### src/rtl/redmule_port_arbiter_if.sv
`default_nettype none
// +--------------------------------------------------------------------+
// | redmule_port_arbiter_if : load/store requests and shared-port handshake |
// | Revision 1.0                                                       |
// +--------------------------------------------------------------------+
interface redmule_port_arbiter_if #(
    parameter int NumSrc = 4
);
    localparam int SelW = $clog2(NumSrc + 1);

    logic              z_priority_i;
    logic [NumSrc-1:0] src_req_i;
    logic              sink_req_i;
    logic              port_ready_i;
    logic              port_valid_o;
    logic [SelW-1:0]   sel_o;
    logic [NumSrc-1:0] src_gnt_o;
    logic              sink_gnt_o;
    logic              starve_o;

    modport slave (
        input  z_priority_i, src_req_i, sink_req_i, port_ready_i,
        output port_valid_o, sel_o, src_gnt_o, sink_gnt_o, starve_o
    );

    modport master (
        output z_priority_i, src_req_i, sink_req_i, port_ready_i,
        input  port_valid_o, sel_o, src_gnt_o, sink_gnt_o, starve_o
    );
endinterface
`default_nettype wire

### src/rtl/redmule_port_arbiter.sv
`default_nettype none
// +--------------------------------------------------------------------+
// | redmule_port_arbiter : load round-robin / store class arbiter with anti-starvation |
// | Revision 1.0                                                       |
// +--------------------------------------------------------------------+
module redmule_port_arbiter #(
    parameter int NumSrc   = 4,
    parameter int MaxStall = 16
) (
    input  logic                   clk_i,
    input  logic                   rst_ni,
    input  logic                   clear_i,
    redmule_port_arbiter_if.slave  bus
);
    localparam int SelW = $clog2(NumSrc + 1);
    localparam int IdxW = (NumSrc > 1) ? $clog2(NumSrc) : 1;
    localparam int CntW = $clog2(MaxStall + 1);
    localparam logic [CntW-1:0] STALL_MAX = CntW'(MaxStall);
    localparam logic [SelW-1:0] SEL_STORE = SelW'(NumSrc);

    typedef enum logic [1:0] {
        IDLE  = 2'd0,
        LOAD  = 2'd1,
        STORE = 2'd2
    } state_e;

    state_e          state, state_nxt;
    logic [SelW-1:0] sel, sel_nxt;
    logic [IdxW-1:0] rr_ptr, rr_ptr_nxt;
    logic [CntW-1:0] stall_cnt, stall_cnt_nxt;
    logic            zprio_prev;

    logic            valid, grant, gnt_load, gnt_store;
    logic            load_req, pref_req, other_req, pick_store, found;
    logic [IdxW-1:0] pick_idx;

    always_comb begin
        valid      = (state != IDLE);
        grant      = valid && bus.port_ready_i;
        gnt_load   = grant && (state == LOAD);
        gnt_store  = grant && (state == STORE);
        load_req   = |bus.src_req_i;
        pref_req   = bus.z_priority_i ? bus.sink_req_i : load_req;
        other_req  = bus.z_priority_i ? load_req : bus.sink_req_i;

        rr_ptr_nxt = rr_ptr;
        if (gnt_load) begin
            rr_ptr_nxt = IdxW'((int'(sel) + 1) % NumSrc);
        end

        stall_cnt_nxt = stall_cnt;
        if (bus.z_priority_i != zprio_prev) begin
            stall_cnt_nxt = '0;
        end else if (grant) begin
            if ((gnt_store == bus.z_priority_i) && other_req) begin
                stall_cnt_nxt = (stall_cnt == STALL_MAX) ? stall_cnt : stall_cnt + 1'b1;
            end else begin
                stall_cnt_nxt = '0;
            end
        end

        // Decide with the post-edge pointer and counter so back-to-back
        // decisions see the effect of the grant happening on this edge.
        if ((stall_cnt_nxt == STALL_MAX) && other_req) begin
            pick_store = !bus.z_priority_i;
        end else if (pref_req) begin
            pick_store = bus.z_priority_i;
        end else begin
            pick_store = !bus.z_priority_i;
        end

        found    = 1'b0;
        pick_idx = '0;
        for (int i = 0; i < NumSrc; i++) begin
            automatic int idx = (int'(rr_ptr_nxt) + i) % NumSrc;
            if (!found && bus.src_req_i[idx]) begin
                found    = 1'b1;
                pick_idx = IdxW'(idx);
            end
        end

        state_nxt = state;
        sel_nxt   = sel;
        if (!valid || grant) begin
            if (load_req || bus.sink_req_i) begin
                state_nxt = pick_store ? STORE : LOAD;
                sel_nxt   = pick_store ? SEL_STORE : SelW'(pick_idx);
            end else begin
                state_nxt = IDLE;
            end
        end
    end

    always_ff @(posedge clk_i or negedge rst_ni) begin
        if (!rst_ni) begin
            state      <= IDLE;
            sel        <= '0;
            rr_ptr     <= '0;
            stall_cnt  <= '0;
            zprio_prev <= 1'b0;
        end else if (clear_i) begin
            state      <= IDLE;
            sel        <= '0;
            rr_ptr     <= '0;
            stall_cnt  <= '0;
            zprio_prev <= bus.z_priority_i;
        end else begin
            state      <= state_nxt;
            sel        <= sel_nxt;
            rr_ptr     <= rr_ptr_nxt;
            stall_cnt  <= stall_cnt_nxt;
            zprio_prev <= bus.z_priority_i;
        end
    end

    // Clear masks outputs in its own cycle so a locked transfer never grants.
    always_comb begin
        bus.port_valid_o = valid && !clear_i;
        bus.sel_o        = clear_i ? '0 : sel;
        bus.sink_gnt_o   = gnt_store && !clear_i;
        bus.starve_o     = (stall_cnt == STALL_MAX) && !clear_i;
        for (int i = 0; i < NumSrc; i++) begin
            bus.src_gnt_o[i] = gnt_load && !clear_i && (sel == SelW'(i));
        end
    end
endmodule
`default_nettype wire

### src/flat_wrapper.sv
// flat-port wrapper written by rule: the top's interface ports become plain ports
module redmule_port_arbiter_flat 
#(
    parameter int NumSrc   = 4,
    parameter int MaxStall = 16
)
  (clk_i, rst_ni, clear_i, bus_z_priority_i, bus_src_req_i, bus_sink_req_i, bus_port_ready_i, bus_port_valid_o, bus_sel_o, bus_src_gnt_o, bus_sink_gnt_o, bus_starve_o);
  redmule_port_arbiter_if #(.NumSrc(NumSrc)) bus_i ();
  input  logic clk_i;
  input  logic rst_ni;
  input  logic clear_i;
  input wire logic [$bits(bus_i.z_priority_i)-1:0] bus_z_priority_i;
  input wire logic [$bits(bus_i.src_req_i)-1:0] bus_src_req_i;
  input wire logic [$bits(bus_i.sink_req_i)-1:0] bus_sink_req_i;
  input wire logic [$bits(bus_i.port_ready_i)-1:0] bus_port_ready_i;
  output wire logic [$bits(bus_i.port_valid_o)-1:0] bus_port_valid_o;
  output wire logic [$bits(bus_i.sel_o)-1:0] bus_sel_o;
  output wire logic [$bits(bus_i.src_gnt_o)-1:0] bus_src_gnt_o;
  output wire logic [$bits(bus_i.sink_gnt_o)-1:0] bus_sink_gnt_o;
  output wire logic [$bits(bus_i.starve_o)-1:0] bus_starve_o;
  assign bus_i.z_priority_i = bus_z_priority_i;
  assign bus_i.src_req_i = bus_src_req_i;
  assign bus_i.sink_req_i = bus_sink_req_i;
  assign bus_i.port_ready_i = bus_port_ready_i;
  assign bus_port_valid_o = bus_i.port_valid_o;
  assign bus_sel_o = bus_i.sel_o;
  assign bus_src_gnt_o = bus_i.src_gnt_o;
  assign bus_sink_gnt_o = bus_i.sink_gnt_o;
  assign bus_starve_o = bus_i.starve_o;
  redmule_port_arbiter #(.NumSrc(NumSrc), .MaxStall(MaxStall)) u_core (.clk_i(clk_i), .rst_ni(rst_ni), .clear_i(clear_i), .bus(bus_i));
endmodule
### config.mk
export PLATFORM = sky130hd
export DESIGN_NAME = redmule_port_arbiter_flat
export DESIGN_NICKNAME = d
export VERILOG_FILES = /design/src/rtl/redmule_port_arbiter_if.sv /design/src/rtl/redmule_port_arbiter.sv /design/src/flat_wrapper.sv
export SDC_FILE = /design/constraint.sdc
export NUM_CORES = 1
export LEC_CHECK = 0
export ABC_AREA = 1
export CAP_MARGIN = 10
export CORE_UTILIZATION = 56
export CTS_CLUSTER_SIZE = 25
export DETAILED_ROUTE_END_ITERATION = 8
export GPL_TIMING_DRIVEN = 0
export PLACE_DENSITY = 0.92
export SKIP_CTS_REPAIR_TIMING = 1
export SLEW_MARGIN = 20
export SYNTH_ARGS = -nofsm -noshare
export SYNTH_HDL_FRONTEND = slang
export SYNTH_SLANG_ARGS = --single-unit
### constraint.sdc
create_clock -name clk_i -period 2.9 [get_ports clk_i]
set_clock_uncertainty 0.2 [all_clocks]
set_input_delay 0.58 -clock clk_i [delete_from_list [all_inputs] [get_ports clk_i]]
set_output_delay 0.58 -clock clk_i [all_outputs]
set_load 0.05 [all_outputs]
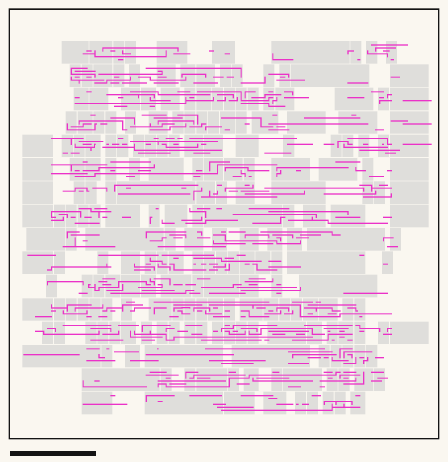
layer_met1.png
Scale bar: 10 µm.
longest straight run: 16.1 µm
main direction: horizontal

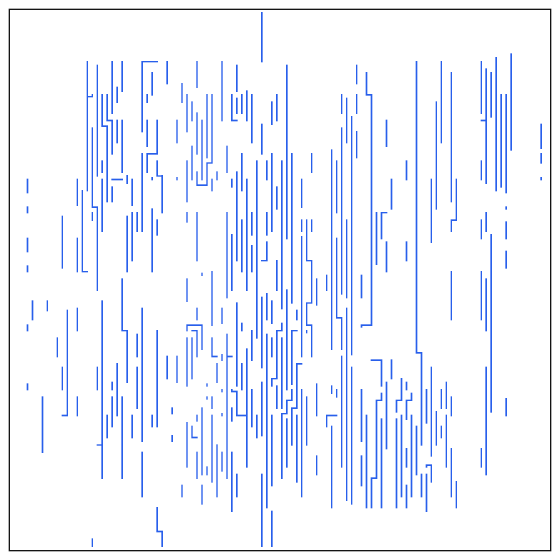
layer_met2.png
wire length on this layer: 1260 µm
main direction: vertical
longest straight run: 26.9 µm
GR Util met2: 42.3%
Vias: 1330
total wire length: 2.76 mm

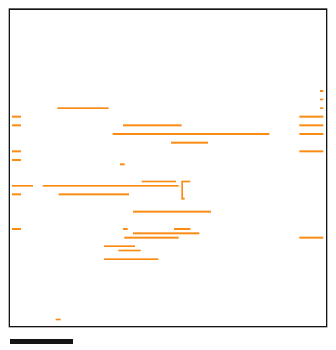
layer_met3.png
Scale bar: 10 µm.
wire length on this layer: 165 µm
nets with wire on the layer: 29
met3 GRT Util: 1.85%

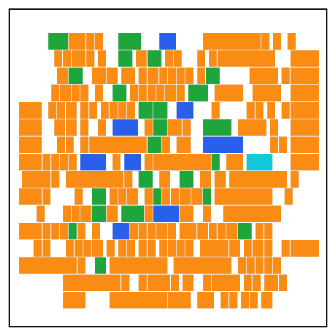
sizes.png
legend:
  _2 cells:
    colour: green
    cells: 24
    share: 11%
  _0 and _1 cells:
    colour: orange
    cells: 195
    share: 86%
  _3 and _4 cells:
    colour: blue
    cells: 8
    share: 3.5%
  _6 and larger:
    colour: cyan
    cells: 1
    share: 0.44%
final worst slack: 33.9 ps
area growth from synthesis to layout: 20.6%

==> results.toml <==
# flow metrics
[grt]
grt_antenna_before_repair = 0
grt_use_met1_pct = 34.4
grt_max_degree = 14
grt_pass1_vias = 1173
grt-ovfl-total = 0
grt.busiest_layer = "met2"
grt_pass1_wl_mm = 4.81
grt_use_total_pct = 25.1

[setup_path]
cp_cell_sequence = "clkdlybuf4s50_1 -> nor2_1 -> clkdlybuf4s50_1"
r2r_start = "u_core.sel[0]"
critPathBufInv = 2
crit_start = "clear_i"
r2r_end = "u_core.sel[1]"
cp_common_cell = "clkdlybuf4s50_1"
crit_fanout = 4
regToRegSetupSlack_ps = 640
crit_family = "buffers and inverters"
worst-setup-path-type = "primary input to primary output"
reg2reg_depth = 14
cp.depth = 3
critPathMaxStageDelay_ps = 830
endpoint_kind = "primary output"
critPathSlowestCell = "clkdlybuf4s50_1"
worstSetupEndpoint = "bus_port_valid_o"
start_kind = "primary input"
crit_required_ps = 2120
cp.arrival_ps = 2090

[hold_path]
worstHoldPathCells = 2
hold_class = "flop to flop"
hold_start = "u_core.sel[2]"
min_to = "u_core.sel[2]"

[detailed_routing]
viasPerCell = 5.22
met1Wirelength_mm = 1.30
route.met3.wl_um = 165
wire_per_inst_um = 10.8
ant_nets = 0
wl_met2_mm = 1.26
first_pass_iters = 4
drt-initial-drc-count = 63
drcViolationCount = 0
top_layer_used = "met4"

[finish]
fin_cells = 255
final_nets = 245
seq_area_um2 = 325
drive_gt1_share_pct = 14.5
area.combinational_um2 = 820
antennaDiodeCount = 0
fillers = 175

[die]
core_mm2 = 0.00206
pin_count = 20
chipWidth_um = 49.8
die_area_mm2 = 0.00248
die_h_um = 49.8
placementRows = 16
initCoreUtil_pct = 62.1

[placement]
gp_congestion = 0.873
pre_cts_slack_ps = -232
io_buffer_count = 18
dpl.hpwl_mm = 2.11
dp_cells = 251

[clocking]
root_buffer = "clkbuf_4"
path_clk_slew_ps = 80
cts_tree = "yes"
htree_levels = 1
cts_sinks = 13
cts_made_buffers = 3
cts_max_path_buffers = 2
clk_latency_ps = 280

[sta]
maxSlewViolCount = 0
period_minus_slack_ps = 2870
max_slew_margin_pct = 60.3
setup_viol = 0
hold_viol = 0
rsz0062_at_grt = "false"
fin_setup_tns_ps = 0
tightest_slew_ps = 594
fin_crit_sh_pct = 98.8
fmax_mhz = 349

[pwr]
vdd_drop_max_mv = 0.239
power_density_mw_per_mm2 = 401
total_leakage_power_uw = 0.000951

[yosys]
synth_cells = 206
ff_type = "dfrtp_1"
top_cells_by_count = "nand2_1, nor2_1, inv_1"
ys_seq_share_pct = 25.4
yosys-top-cells-area = "dfrtp_1, nand2_1, nor2_1"
yosysTopAreaCell = "dfrtp_1"
synth_area_mm2 = 0.00128
syn-num-nets = 222
yosysWarnings = 0
yosys_area_mm2 = 0.00128
synthDominantCellAreaShare_pct = 25.4
ys_ff = 13
postSynth.asyncResetShare_pct = 100
edf_count = 0
synth.distinct_cells = 27
top_cell = "nand2_1"
synth.avg_cell_area_um2 = 6.21
synth_stat.cells = 206

[status]
status = "finished clean"

[run]
warnings = 30
drv_cap = 0
through the flow:
| stage | total power, µW | util [%] | hold WS [ps] | cell area (µm²) |
|---|---|---|---|---|
| finish | 619 | 74.9 | 364 | 1540 |
| global route | 673 | 74.9 | 428 | 1540 |
| CTS | 619 | 73.7 | 362 | 1520 |
| detailed placement | 502 | 72.5 | 346 | 1490 |
| global placement | 494 | 72.5 | 333 | 1490 |
| floorplan | 433 | - | 84.4 | 1280 |
report_power, final:
part | switching (µW) | internal, µW | leakage, µW
registers | 13.0 | 196 | 0.000174
clock network | 64.6 | 53.4 | 0.0000150
logic | 193 | 99.3 | 0.000762
total | 270 | 349 | 0.000951
placed cells by master, fill, tap and decap left out, types with 2 or more instances in the layout:
cell type	n
nand2_1	65
clkbuf_4	3
clkdlybuf4s50_1	9
a21oi_1	2
nor2_2	3
nand3_2	2
nand2_4	2
nand3b_1	2
o21ai_1	3
dlymetal6s2s_1	9
nor2_1	30
dfrtp_1	13
nand2_2	10
nor3_1	2
inv_2	4
o21ai_0	3
ha_1	6
nand4_1	7
o21ai_2	2
inv_1	26
nand3_1	15
cell families (layout without fill, tap and decap cells):
kind of cell    count (synthesis)  in the layout  share of synthesized area [%]
flops                          13             13                           25.4
fa+ha+maj                       6              6                           5.86
compound gates                 11             11                           5.08
simple gates                  143            143                           53.1
buf+inv                        33             55                           10.6
final cells by class:
cell class,count,area share (%)
clock buffer,4,1.70
inverter,30,7.29
buffer,3,1.54
tap,27,2.19
timing repair buffer,18,13.1
multi-input combinational,160,53.1
sequential,13,21.1
sequential cells by signal, indices dropped and copies added (netlist names):
signal / count
u_core.zprio_prev: 1
u_core.sel: 3
u_core.rr_ptr: 2
u_core.state: 2
u_core.stall_cnt: 5
Power is estimated from default activity; no workload was simulated.
